**src/rtl/finv_table_writer.sv**
```systemverilog
// finv_table_writer: assembles a big-endian byte stream into DATA_W-bit entries and writes them
// to the finv table RAM in ascending address order. Define FINV_TABLE_CHECKSUM_EN for a trailing XOR checksum byte.
module finv_table_writer #(
    parameter int ADDR_W = 10,
    parameter int DATA_W = 36
) (
    input  logic              clk,
    input  logic              rst,
    input  logic              start,
    input  logic              abort,
    input  logic [7:0]        in_data,
    input  logic              in_valid,
    output logic              in_ready,
    output logic              wr_en,
    output logic [ADDR_W-1:0] wr_addr,
    output logic [DATA_W-1:0] wr_data,
    output logic              busy,
    output logic              done,
    output logic              err
);
    localparam int NBYTES = (DATA_W + 7) / 8;
    localparam int BCW    = (NBYTES > 1) ? $clog2(NBYTES) : 1;
    localparam logic [BCW-1:0] LAST_BYTE = BCW'(NBYTES - 1);

`ifdef FINV_TABLE_CHECKSUM_EN
    typedef enum logic [1:0] {IDLE, LOAD, CHECK, FIN} state_t;
`else
    typedef enum logic [1:0] {IDLE, LOAD, FIN} state_t;
`endif

    state_t              state;
    logic [BCW-1:0]      byte_cnt;
    logic [ADDR_W-1:0]   addr;
    logic [DATA_W-9:0]   acc;
    logic [DATA_W-1:0]   word;
    logic                hs;

    assign hs = in_valid && in_ready;
    // Keeping only DATA_W bits of the shifted stream drops the unused high bits of the first byte.
    assign word = {acc, in_data};

`ifdef FINV_TABLE_CHECKSUM_EN
    logic [7:0] csum;
    logic       err_q;
    assign err = err_q;
`else
    assign err = 1'b0;
`endif

    always_ff @(posedge clk) begin
        if (rst) begin
            state    <= IDLE;
            in_ready <= 1'b0;
            wr_en    <= 1'b0;
            wr_addr  <= '0;
            wr_data  <= '0;
            busy     <= 1'b0;
            done     <= 1'b0;
            byte_cnt <= '0;
            addr     <= '0;
            acc      <= '0;
`ifdef FINV_TABLE_CHECKSUM_EN
            csum     <= '0;
            err_q    <= 1'b0;
`endif
        end else begin
            wr_en <= 1'b0;
            done  <= 1'b0;
            case (state)
                IDLE: begin
                    byte_cnt <= '0;
                    addr     <= '0;
                    acc      <= '0;
`ifdef FINV_TABLE_CHECKSUM_EN
                    csum     <= '0;
`endif
                    if (start) begin
                        state    <= LOAD;
                        in_ready <= 1'b1;
                        busy     <= 1'b1;
`ifdef FINV_TABLE_CHECKSUM_EN
                        err_q    <= 1'b0;
`endif
                    end
                end
                LOAD: begin
                    if (hs) begin
                        acc <= word[DATA_W-9:0];
`ifdef FINV_TABLE_CHECKSUM_EN
                        csum <= csum ^ in_data;
`endif
                        if (byte_cnt == LAST_BYTE) begin
                            byte_cnt <= '0;
                            wr_en    <= 1'b1;
                            wr_addr  <= addr;
                            wr_data  <= word;
                            addr     <= addr + 1'b1;
                            if (&addr) begin
`ifdef FINV_TABLE_CHECKSUM_EN
                                state    <= CHECK;
`else
                                state    <= FIN;
                                in_ready <= 1'b0;
                                done     <= 1'b1;
`endif
                            end
                        end else begin
                            byte_cnt <= byte_cnt + 1'b1;
                        end
                    end
                    // A word completed on this same cycle still gets its write; only the FSM is cancelled.
                    if (abort) begin
                        state    <= IDLE;
                        in_ready <= 1'b0;
                        busy     <= 1'b0;
                        done     <= 1'b0;
                    end
                end
`ifdef FINV_TABLE_CHECKSUM_EN
                CHECK: begin
                    if (abort) begin
                        state    <= IDLE;
                        in_ready <= 1'b0;
                        busy     <= 1'b0;
                    end else if (hs) begin
                        err_q    <= (in_data != csum);
                        state    <= FIN;
                        in_ready <= 1'b0;
                        done     <= 1'b1;
                    end
                end
`endif
                FIN: begin
                    state <= IDLE;
                    busy  <= 1'b0;
                end
                default: begin
                    state    <= IDLE;
                    in_ready <= 1'b0;
                    busy     <= 1'b0;
                end
            endcase
        end
    end
endmodule

```
**config.mk**
```make
export PLATFORM = sky130hd
export DESIGN_NAME = finv_table_writer
export DESIGN_NICKNAME = d
export VERILOG_FILES = /design/src/rtl/finv_table_writer.sv
export SDC_FILE = /design/constraint.sdc
export NUM_CORES = 1
export LEC_CHECK = 0
export ABC_AREA = 0
export CELL_PAD_IN_SITES_DETAIL_PLACEMENT = 1
export CELL_PAD_IN_SITES_GLOBAL_PLACEMENT = 2
export CORE_MARGIN = 2
export CORE_UTILIZATION = 32
export CTS_BUF_LIST = sky130_fd_sc_hd__clkbuf_2
export CTS_CLUSTER_DIAMETER = 150
export DETAILED_ROUTE_END_ITERATION = 7
export PLACE_DENSITY_LB_ADDON = 0.1
export SYNTH_ARGS = -nofsm -noshare
export SYNTH_HDL_FRONTEND = slang
export SYNTH_SLANG_ARGS = --single-unit
```
**constraint.sdc**
```tcl
create_clock -name clk -period 1.9 [get_ports clk]
set_input_delay 0.38 -clock clk [delete_from_list [all_inputs] [get_ports clk]]
set_output_delay 0.38 -clock clk [all_outputs]
set_load 0.03 [all_outputs]
```
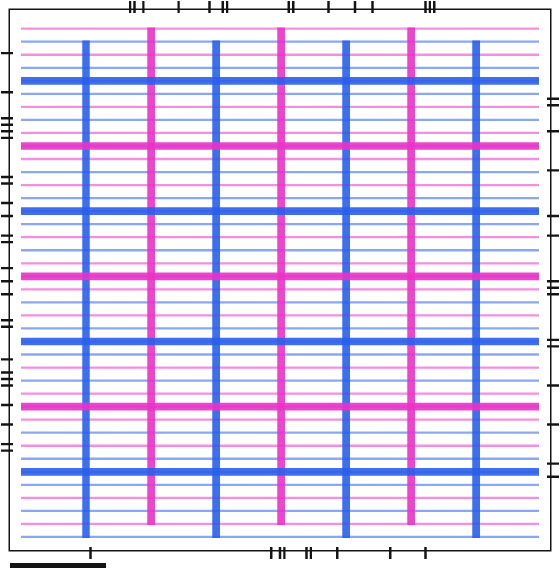
(images/floorplan.png)
Scale bar: 20 um. Pins as bars on the die edge.
VDD -> magenta
VSS -> blue
met5 straps = 7
signal pins = 64
rows = 39
Max IR drop VDD: 0.350 mV
Vert. Die Dim: 113 um
die extent in x: 113 um

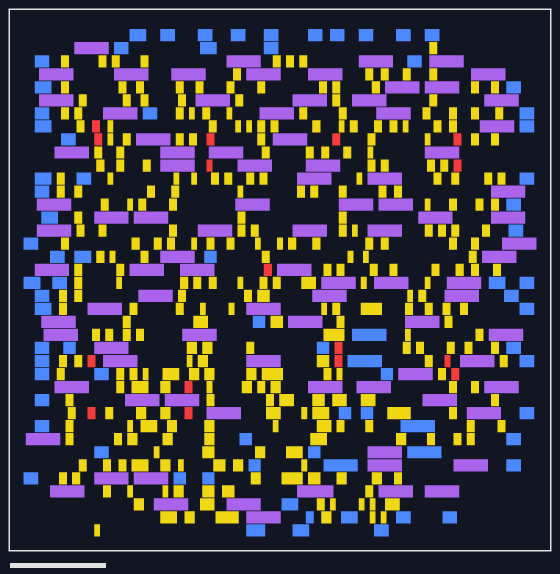
(images/class_map.png)
Scale bar: 20 um.
remaining buffers and delay cells -> blue  # cells 79
remaining logic cells -> yellow  # cells 317
registers -> purple  # cells 93
clock drivers and dummy loads -> red  # cells 16

==> impl_metrics.env <==
# source this file to load flow results
export IMPL_syn_area_per_cell_um2=8.24
export IMPL_cts_tree="built"
export IMPL_crit_buf_inv=1
export IMPL_ys_flops=93
export IMPL_max_stage_delay_ns=0.41
export IMPL_die_area_um2=12700
export IMPL_finalClockPeriodUsage_pct=93.6
export IMPL_worst_setup_path_end_kind="output pin"
export IMPL_hold_path_class="in2reg"
export IMPL_antenna_cells=0
export IMPL_ys_cells=459
export IMPL_ys_seq_share_pct=49.2
export IMPL_max_slew_margin_pct=66.4
export IMPL_layout_nets=516
export IMPL_routed_via_density=5.36
export IMPL_cp_startpoint="wr_data[17]"
export IMPL_first_global_vias=3538
export IMPL_rr_endpoint="addr[5]"
export IMPL_n_fill_cell=1391
export IMPL_final_cell_mix="dfxtp_1 (92), nand3_1 (81), a21oi_1 (76)"
export IMPL_power_density_nw_per_um2=666
export IMPL_synth_area_um2=3780
export IMPL_ant_nets=0
export IMPL_crit_reg2reg_launch="byte_cnt[0]"
export IMPL_hp_start="rst"
export IMPL_worst_pin_slew_ns=0.499
export IMPL_maxCapViolations=0
export IMPL_hold_viol=0
export IMPL_min_delay_path_depth=2
export IMPL_fp_row_count=39
export IMPL_clkTransAtPathRegs_ns=0.26
export IMPL_core_util_floorplan_pct=33.0
export IMPL_dpl_hpwl_um=6900
export IMPL_fin_crit_ns=1.78
export IMPL_crit_slowest_cell="dfxtp_1"
export IMPL_cts_made_buffers=9
export IMPL_postCtsHoldBufs=0
export IMPL_yosysChipArea_um2=3780
export IMPL_synth_nets=475
export IMPL_worstSetupStartpointType="flip-flop"
export IMPL_fin_util_pct=39.8
export IMPL_grt_setup_unrepaired="false"
export IMPL_firstDrtPassIters=4
export IMPL_synthDistinctLibCells=40
export IMPL_final_common_cell="dfxtp_1"
export IMPL_cp_num_cells=1
export IMPL_setup_viol=0
export IMPL_port_buffers=62
export IMPL_cts_root_buf="clkbuf_2"
export IMPL_grt_pass1_wl_um=18500
export IMPL_cp_arrival_ns=1.40
export IMPL_cp_endpoint="wr_data[17]"
export IMPL_warnings=27
export IMPL_cp_max_fo=2
export IMPL_drt_iter0_markers=140
export IMPL_synth_cells=459
export IMPL_path_cells="dlygate4sd2_1"
export IMPL_postCtsSetupBuffers=0
export IMPL_status="complete, no violations"
export IMPL_synth_warnings=0
export IMPL_path_delay_family="flip-flops"
export IMPL_gp_congestion=0.735
export IMPL_wl_per_cell_um=16.9
export IMPL_pin_count=64
export IMPL_grt_max_degree=55
export IMPL_via_count=3473
export IMPL_syn2layout_area_growth_pct=20.8
export IMPL_h_tree_depth=3
export IMPL_clock_sinks=93
export IMPL_drv_slew=0
export IMPL_gr_total_overflow=0
export IMPL_fmax_mhz=562
export IMPL_grtUsageTotal_pct=17.7
export IMPL_drive_above_1_share_pct=8.32
export IMPL_reg2reg_slack_ns=0.16
export IMPL_clockBufferDepth=2
export IMPL_drc_errors=0
export IMPL_drt_wl_total_um=11000
export IMPL_worst_slack_ns=0.122
export IMPL_coreArea_um2=11500
export IMPL_worstRegToRegCells=6
export IMPL_leakage_nw=1.67
export IMPL_clk_latency_ns=0.59
export IMPL_post_place_ws_ns=-0.0579
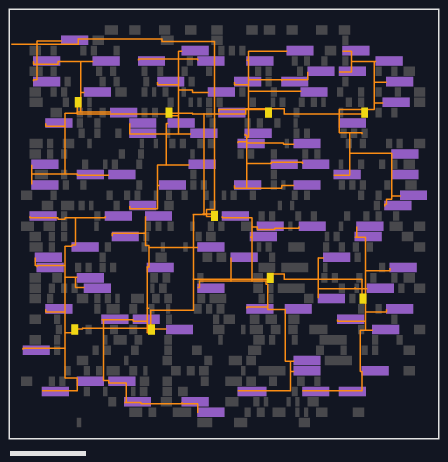
(images/clock_wires.png)
Scale bar: 20 um.
clock-net drivers -> yellow  # count 9
clock wires -> orange  # length 1280 um
flip-flops -> purple  # count 93
flops lie = spread over the die
routed clock nets = 10
clock power share: 27.4%
skew final: 0.0246 ns

[worst min-delay path by stage]
stage                  end
6_report        wr_addr[8]
5_1_grt         wr_addr[3]
4_1_cts         wr_addr[9]
3_5_place_dp       acc[23]
3_3_place_gp       acc[21]
2_1_floorplan  wr_data[28]
[per-layer routing]
layer  vias up  global-route usage (%)  part of all wire [%]
li1       1712                       -                     -
met1      1679                    24.5                    49
met2        75                    27.5                    44
met3         7                    5.25                   5.3
met4         0                    3.90                  0.87
met5         -                       0                     0
[per-stage QoR]
stage                     cells  power (W)  instance area (um^2)  setup TNS [ns]
final                       648    0.00304                  4570               0
after global routing        648    0.00319                  4570               0
after CTS                   648    0.00310                  4560               0
after detailed placement    632    0.00225                  4550          -0.110
after global placement      632    0.00225                  4550               0
after floorplan             459    0.00215                  3780               0
[synth_stat cells, drive strengths merged]
cell      n  area, um^2
dfxtp    93        1860
nand3    81         405
a21oi    76         380
o21ai    48         240
nand2    40         150
clkbuf   28         105
buf      21         123
nand4     8        56.3
nor4      7        43.8
nor2      6        22.5
nor2b     6        37.5
inv       4        15.0
mux2i     4        40.0
nand2b    4        32.5
o2111ai   4        35.0
ha        3        37.5
or2       3        18.8
a21boi    2        15.0
nand4b    2        17.5
nor3      2        10.0
o211ai    2        15.0
o31ai     2        15.0
a2bb2oi   1        8.76
and3      1        6.26
and4      1        8.76
and4b     1        10.0
conb      1        3.75
nand3b    1        7.51
nor3b     1        7.51
nor4bb    1        10.0
o21ba     1        10.0
o22ai     1        6.26
o41ai     1        8.76
or4       1        7.51
xnor2     1        8.76
[layout make-up]
| type | instances | area, um^2 | area share [%] |
|---|---|---|---|
| Clock buffer | 9 | 45.0 | 0.986 |
| Clock inverter | 7 | 32.5 | 0.712 |
| Inverter | 4 | 15.0 | 0.329 |
| Multi-Input combinational cell | 313 | 1690 | 36.9 |
| Sequential cell | 93 | 1860 | 40.8 |
| Tap cell | 143 | 179 | 3.92 |
| Timing Repair Buffer | 79 | 748 | 16.4 |
[sequential cells by signal (all words and copies together), names as in the netlist]
| name | count |
|---|---|
| acc | 28 |
| addr | 10 |
| busy | 1 |
| byte_cnt | 3 |
| done | 1 |
| in_ready | 1 |
| state | 2 |
| wr_addr | 10 |
| wr_data | 36 |
| wr_en | 1 |
[repair_timing]
item                                   CTS  global route
resized                                 52             3
setup endpoints to repair               50             3
endpoints found under the hold margin    0             0
[power by group]
group / switching (W) / internal [W] / total [W]
Sequential: 0.0000127 / 0.00196 / 0.00198
Combinational: 0.000158 / 0.0000729 / 0.000231
Clock: 0.000680 / 0.000153 / 0.000833
[logic make-up (layout without fill, tap and decap cells)]
family                     Yosys count  count (layout)  synth area share, %
other                                1               1               0.0992
and+or+nand+nor                    166             166                 22.5
AOI/OAI and AO/OA                  138             138                 19.4
xor gates and xnor gates             1               1                0.232
buffers and inverters               53              99                 6.42
adders and majority gates            3               3                0.993
muxes                                4               4                 1.06
DFF                                 93              93                 49.2
No activity file was given, so power comes from the tool's default toggle rates.
